## src/rtl/pipe_pkg.sv

```systemverilog
// Shared control-bundle layout for the ID/EX stage: field offsets, the bundle
// struct and small accessors so consumers never hard-code bit positions.
package pipe_pkg;

  localparam int CTRL_W      = 9;
  localparam int WB_REGWRITE = 8;
  localparam int M_BRANCH    = 6;
  localparam int M_MEMREAD   = 5;
  localparam int M_MEMWRITE  = 4;
  localparam int EX_REGDST   = 3;

  typedef struct packed {
    logic [1:0] wb;
    logic [2:0] m;
    logic [3:0] ex;
  } ctrl_t;

  function automatic logic reg_write(input ctrl_t c);
    return c[WB_REGWRITE];
  endfunction

  function automatic logic is_branch(input ctrl_t c);
    return c[M_BRANCH];
  endfunction

  function automatic logic mem_read(input ctrl_t c);
    return c[M_MEMREAD];
  endfunction

  function automatic logic mem_write(input ctrl_t c);
    return c[M_MEMWRITE];
  endfunction

  function automatic logic reg_dst(input ctrl_t c);
    return c[EX_REGDST];
  endfunction

endpackage

```

## src/rtl/load_scoreboard.sv

```systemverilog
// In-flight load tracker: a LOAD_LAT-deep shift register of {valid, dest reg}
// and the load-use match against the ID source registers.
module load_scoreboard #(
  parameter int LOAD_LAT = 1,
  parameter int REG_AW   = 5
) (
  input  logic              clk,
  input  logic              rst,
  input  logic              push,
  input  logic [REG_AW-1:0] push_reg,
  input  logic              id_valid,
  input  logic [REG_AW-1:0] id_rs,
  input  logic [REG_AW-1:0] id_rt,
  input  logic              id_uses_rt,
  output logic              load_hz
);

  logic [LOAD_LAT-1:0] v_q;
  logic [REG_AW-1:0]   reg_q [LOAD_LAT];
  logic                hit;

  // Shifts every cycle; a cycle with no issuing load pushes an empty slot.
  always_ff @(posedge clk) begin
    if (rst) begin
      v_q <= '0;
      for (int i = 0; i < LOAD_LAT; i++) reg_q[i] <= '0;
    end else begin
      for (int i = LOAD_LAT - 1; i > 0; i--) begin
        v_q[i]   <= v_q[i-1];
        reg_q[i] <= reg_q[i-1];
      end
      v_q[0]   <= push;
      reg_q[0] <= push_reg;
    end
  end

  always_comb begin
    hit = 1'b0;
    for (int i = 0; i < LOAD_LAT; i++) begin
      if (v_q[i] && (reg_q[i] != '0) &&
          ((reg_q[i] == id_rs) || (id_uses_rt && (reg_q[i] == id_rt))))
        hit = 1'b1;
    end
    load_hz = id_valid && hit;
  end

endmodule

```

## src/rtl/id_ex_hazard_pipe.sv

```systemverilog
// Decode-side hazard detection, ID-stage branch resolution and the ID/EX
// pipeline register. LOAD_LAT must lie in 1..4.
module id_ex_hazard_pipe
  import pipe_pkg::*;
#(
  parameter int DATA_W   = 32,
  parameter int ADDR_W   = 32,
  parameter int REG_AW   = 5,
  parameter int LOAD_LAT = 1
) (
  input  logic              clk,
  input  logic              rst,
  input  logic              id_valid,
  input  logic [CTRL_W-1:0] id_ctrl,
  input  logic [REG_AW-1:0] id_rs,
  input  logic [REG_AW-1:0] id_rt,
  input  logic [REG_AW-1:0] id_rd,
  input  logic              id_uses_rt,
  input  logic              id_branch_ne,
  input  logic [15:0]       id_imm,
  input  logic [DATA_W-1:0] id_rdata1,
  input  logic [DATA_W-1:0] id_rdata2,
  input  logic [ADDR_W-1:0] id_next_pc,
  output logic              pc_write,
  output logic              ifid_write,
  output logic              ifid_flush,
  output logic              pc_src,
  output logic [ADDR_W-1:0] branch_target,
  output logic              ex_valid,
  output logic [CTRL_W-1:0] ex_ctrl,
  output logic [REG_AW-1:0] ex_rs,
  output logic [REG_AW-1:0] ex_rt,
  output logic [REG_AW-1:0] ex_rd,
  output logic [DATA_W-1:0] ex_imm,
  output logic [DATA_W-1:0] ex_data1,
  output logic [DATA_W-1:0] ex_data2,
  output logic [31:0]       stall_count
);

  ctrl_t             id_c;
  ctrl_t             ex_c_q;
  logic              ex_valid_q;
  logic [REG_AW-1:0] ex_rs_q, ex_rt_q, ex_rd_q;
  logic [DATA_W-1:0] ex_imm_q, ex_data1_q, ex_data2_q;
  logic [31:0]       stall_cnt_q;

  logic              load_hz, br_hz, stall, issue, taken;
  logic [REG_AW-1:0] ex_dst;
  logic [DATA_W-1:0] imm_sext;
  logic [ADDR_W-1:0] br_offset;

  assign id_c      = ctrl_t'(id_ctrl);
  assign imm_sext  = {{(DATA_W-16){id_imm[15]}}, id_imm};
  assign br_offset = {{(ADDR_W-18){id_imm[15]}}, id_imm, 2'b00};

  load_scoreboard #(
    .LOAD_LAT (LOAD_LAT),
    .REG_AW   (REG_AW)
  ) u_load_scoreboard (
    .clk        (clk),
    .rst        (rst),
    .push       (issue && mem_read(id_c)),
    .push_reg   (id_rt),
    .id_valid   (id_valid),
    .id_rs      (id_rs),
    .id_rt      (id_rt),
    .id_uses_rt (id_uses_rt),
    .load_hz    (load_hz)
  );

  // A branch compares in ID, so a producer still in EX has no result yet.
  always_comb begin
    ex_dst = reg_dst(ex_c_q) ? ex_rd_q : ex_rt_q;
    br_hz  = id_valid && is_branch(id_c) && ex_valid_q && reg_write(ex_c_q) &&
             (ex_dst != '0) && ((ex_dst == id_rs) || (ex_dst == id_rt));
    stall  = !rst && (load_hz || br_hz);
    issue  = !rst && id_valid && !stall;
    taken  = issue && is_branch(id_c) &&
             ((id_rdata1 == id_rdata2) ^ id_branch_ne);

    pc_write   = !stall;
    ifid_write = !stall;
    ifid_flush = taken;
    pc_src     = taken;
  end

  assign branch_target = id_next_pc + br_offset;

  // On a stall only valid/ctrl are cleared; the data fields hold.
  always_ff @(posedge clk) begin
    if (rst) begin
      ex_valid_q  <= 1'b0;
      ex_c_q      <= '0;
      ex_rs_q     <= '0;
      ex_rt_q     <= '0;
      ex_rd_q     <= '0;
      ex_imm_q    <= '0;
      ex_data1_q  <= '0;
      ex_data2_q  <= '0;
      stall_cnt_q <= '0;
    end else begin
      if (stall && (stall_cnt_q != '1))
        stall_cnt_q <= stall_cnt_q + 32'd1;
      if (stall) begin
        ex_valid_q <= 1'b0;
        ex_c_q     <= '0;
      end else begin
        ex_valid_q <= id_valid;
        ex_c_q     <= id_valid ? id_c : '0;
        ex_rs_q    <= id_rs;
        ex_rt_q    <= id_rt;
        ex_rd_q    <= id_rd;
        ex_imm_q   <= imm_sext;
        ex_data1_q <= id_rdata1;
        ex_data2_q <= id_rdata2;
      end
    end
  end

  assign ex_valid    = ex_valid_q;
  assign ex_ctrl     = ex_c_q;
  assign ex_rs       = ex_rs_q;
  assign ex_rt       = ex_rt_q;
  assign ex_rd       = ex_rd_q;
  assign ex_imm      = ex_imm_q;
  assign ex_data1    = ex_data1_q;
  assign ex_data2    = ex_data2_q;
  assign stall_count = stall_cnt_q;

endmodule

```

## config.mk

```make
export PLATFORM = sky130hd
export DESIGN_NAME = id_ex_hazard_pipe
export DESIGN_NICKNAME = d
export VERILOG_FILES = /design/src/rtl/pipe_pkg.sv /design/src/rtl/load_scoreboard.sv /design/src/rtl/id_ex_hazard_pipe.sv
export SDC_FILE = /design/constraint.sdc
export NUM_CORES = 1
export LEC_CHECK = 0
export CAP_MARGIN = 20
export CORE_UTILIZATION = 43
export CTS_CLUSTER_SIZE = 12
export DETAILED_ROUTE_END_ITERATION = 16
export PLACE_DENSITY = 0.9
export SYNTH_ARGS = -nofsm -noshare
export SYNTH_HDL_FRONTEND = slang
export SYNTH_SLANG_ARGS = --single-unit
```

## constraint.sdc

```tcl
create_clock -name clk -period 7 [get_ports clk]
set_input_delay 2.1 -clock clk [delete_from_list [all_inputs] [get_ports clk]]
set_output_delay 2.1 -clock clk [all_outputs]
set_load 0.01 [all_outputs]
```

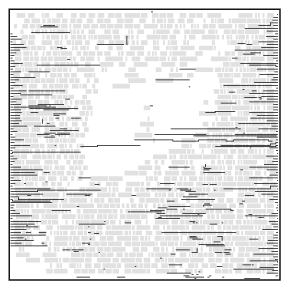
**Above:** metal 3.
(2 px per micron)
main direction	horizontal
share of all routed wire	8.4%
nets with wire on the layer	279
longest straight run	41.4 microns
wire length on this layer	2310 microns

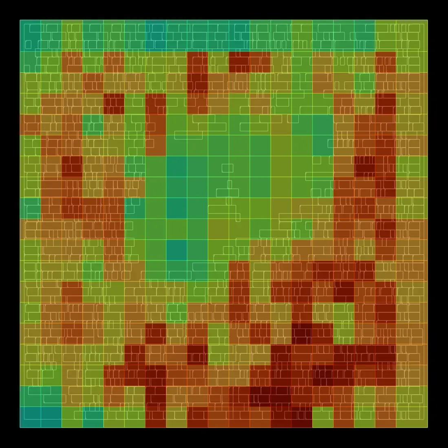
**Above:** track usage over the die.
busiest grt layer: met2
overall global routing resource usage: 29.5%
WL per Instance: 17.8 microns
post-layout util: 70.1%
M3 GR Usage: 8.67%

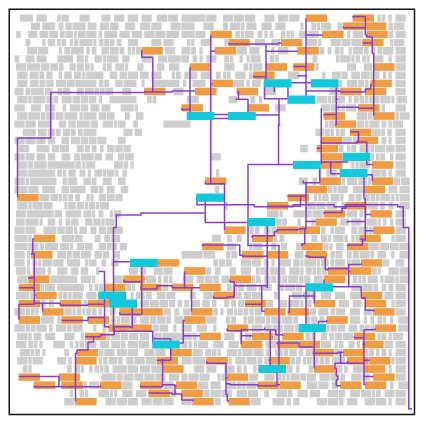
**Above:** routed clock nets over the placement.
(3 px per micron)
[clock-net drivers] cyan | count: 17
[clock wires] purple | length: 1850 microns
[flip-flops] orange | count: 143
routed clock nets	18
flops lie	spread over the die

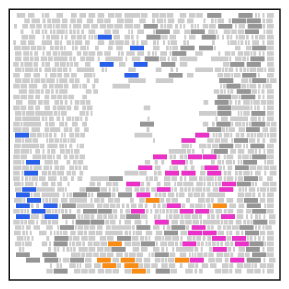
**Above:** sequential cells grouped by signal name.
(2 px per micron)
netlist name	colour	flops
`ex_imm`	blue	16
`stall_count`	magenta	32
`ex_ctrl`	orange	9
not coloured	86

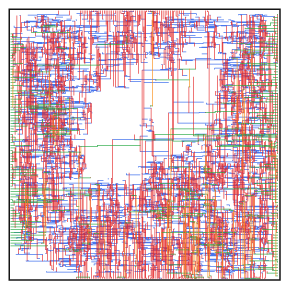
**Above:** wiring by layer.
(2 px per micron)
layer	colour	wire length
M1	blue	10100 microns
M2	red	13700 microns
M3	green	2310 microns
M4	orange	1420 microns

==> run summary <==
fresh numbers from the pnr run: IO Pins around 330, critical path's most frequent cell buf_4, type of the most critical hold path reg2reg, CP max stage delay 480 ps, Pre-Repair DR Iteration Count 5, Reg2Reg Depth 9, Syn Area/Cell slightly below 8 sq um, floorplan utilization a little over two fifths, Final Max Slew Viols 0, Clock Power approximately 850 uW, # setup viols final 0, non-clk buf share a little under a third, Root Buffer clkbuf_16, critical path fanouts, max 3, Internal Power between 1500 and 2000 uW, VDD IR max between 0.15 and 0.2 mV, clock buffers 18, Gate Area 4520 sq um, Final Wtd Congestion roughly 0.94, share of cells above drive strength 1 between 10% and 20%, CTS tree yes, syn nets 1125, Iteration-0 DRC Markers roughly 430, layout overhead on the synthesized area 59.8%, clk latency late pin around 430 ps, Chip Area, Yosys roughly 7600 sq um, global-route wire length before repair roughly 42000 microns, Slew headroom between 30% and 40%, Die ar. ~18000 sq um, Dominant cell area share 37.9%, initial antenna violation count 1, register area around 2900 sq um, most common cell in the synthesized netlist nand2_1, total grt overflow 0, Synth Seq Share 37.9%, yosys xor share 9.38%, pre-CTS setup slack -616 ps, htree depth 4, Inserted Clock Buffers 17, routed length on met1 10100 microns, Ant. Diodes 1, Top delay family on crit path buffers and inverters, Post-CTS Hold Fix Bufs 0, Most common reg cell dfxtp_1, CP Capture Type output port, Power Sequential just under 900 uW, Leading cell kind logic gates, fraction of area in multi-input gates a little under two fifths, postcts setup bufs 1, fillcell total approximately 1.3k, Pwr per Cell Area roughly 190 nW/um^2, share of power burned in registers a little under two fifths, Nets 1480, Post-Layout Cell Count between 1.5k and 2k, Final Instance Area about 12000 sq um, Remaining DRCs 0, Flops between 100 and 150, Die Wd 135 microns, most frequent logic cell in the layout clkdlybuf4s50_1, CP Depth 13, Combinational Gates ~730, synthesized area approximately 7600 sq um, RSZ-0062 raised after global routing true, # rows ~48, vias in the first global route 8206, Lkg Pwr approximately 0.005 uW, Comb pwr share between 20% and 30%, Max Clock Freq 0.145 GHz, final setup margin ~110 ps, tool warnings 28, Hold Vio Cnt, Final 0, NetSw 672 uW, placed instance area 11300 sq um, FFs w/ async S/R, synth 0%, CTS clk-pin slew, worst paths roughly 60 ps, Inverters 13, met3 WL about 2300 microns, largest net degree at the start of global routing ~92, M1 GR Usage 30.5%, Register-to-Register Setup Slack approximately 3500 ps, number of max-cap violations 0, Via density between 5 and 6, highest metal used met4, Worst Clk Skew about 17 ps, status finished, final reports clean, clock sinks 143, post-DP HPWL slightly above 20000 microns, Crit-path slowest cell clkdlybuf4s50_1, Buf+Inv Stages, Crit Path 6, number of port buffers ~330, Max Root-Sink Buffers 2, Clock buf/inv share 4.58%, die height 135 microns, Top pwr grp registers, crit start category input pin, WHS 453 ps, Comb. pwr a little under 600 uW, simple share a little under a quarter, total of warnings raised by yosys 0
Power figures rest on the tool's default switching activity, not on a simulated workload.
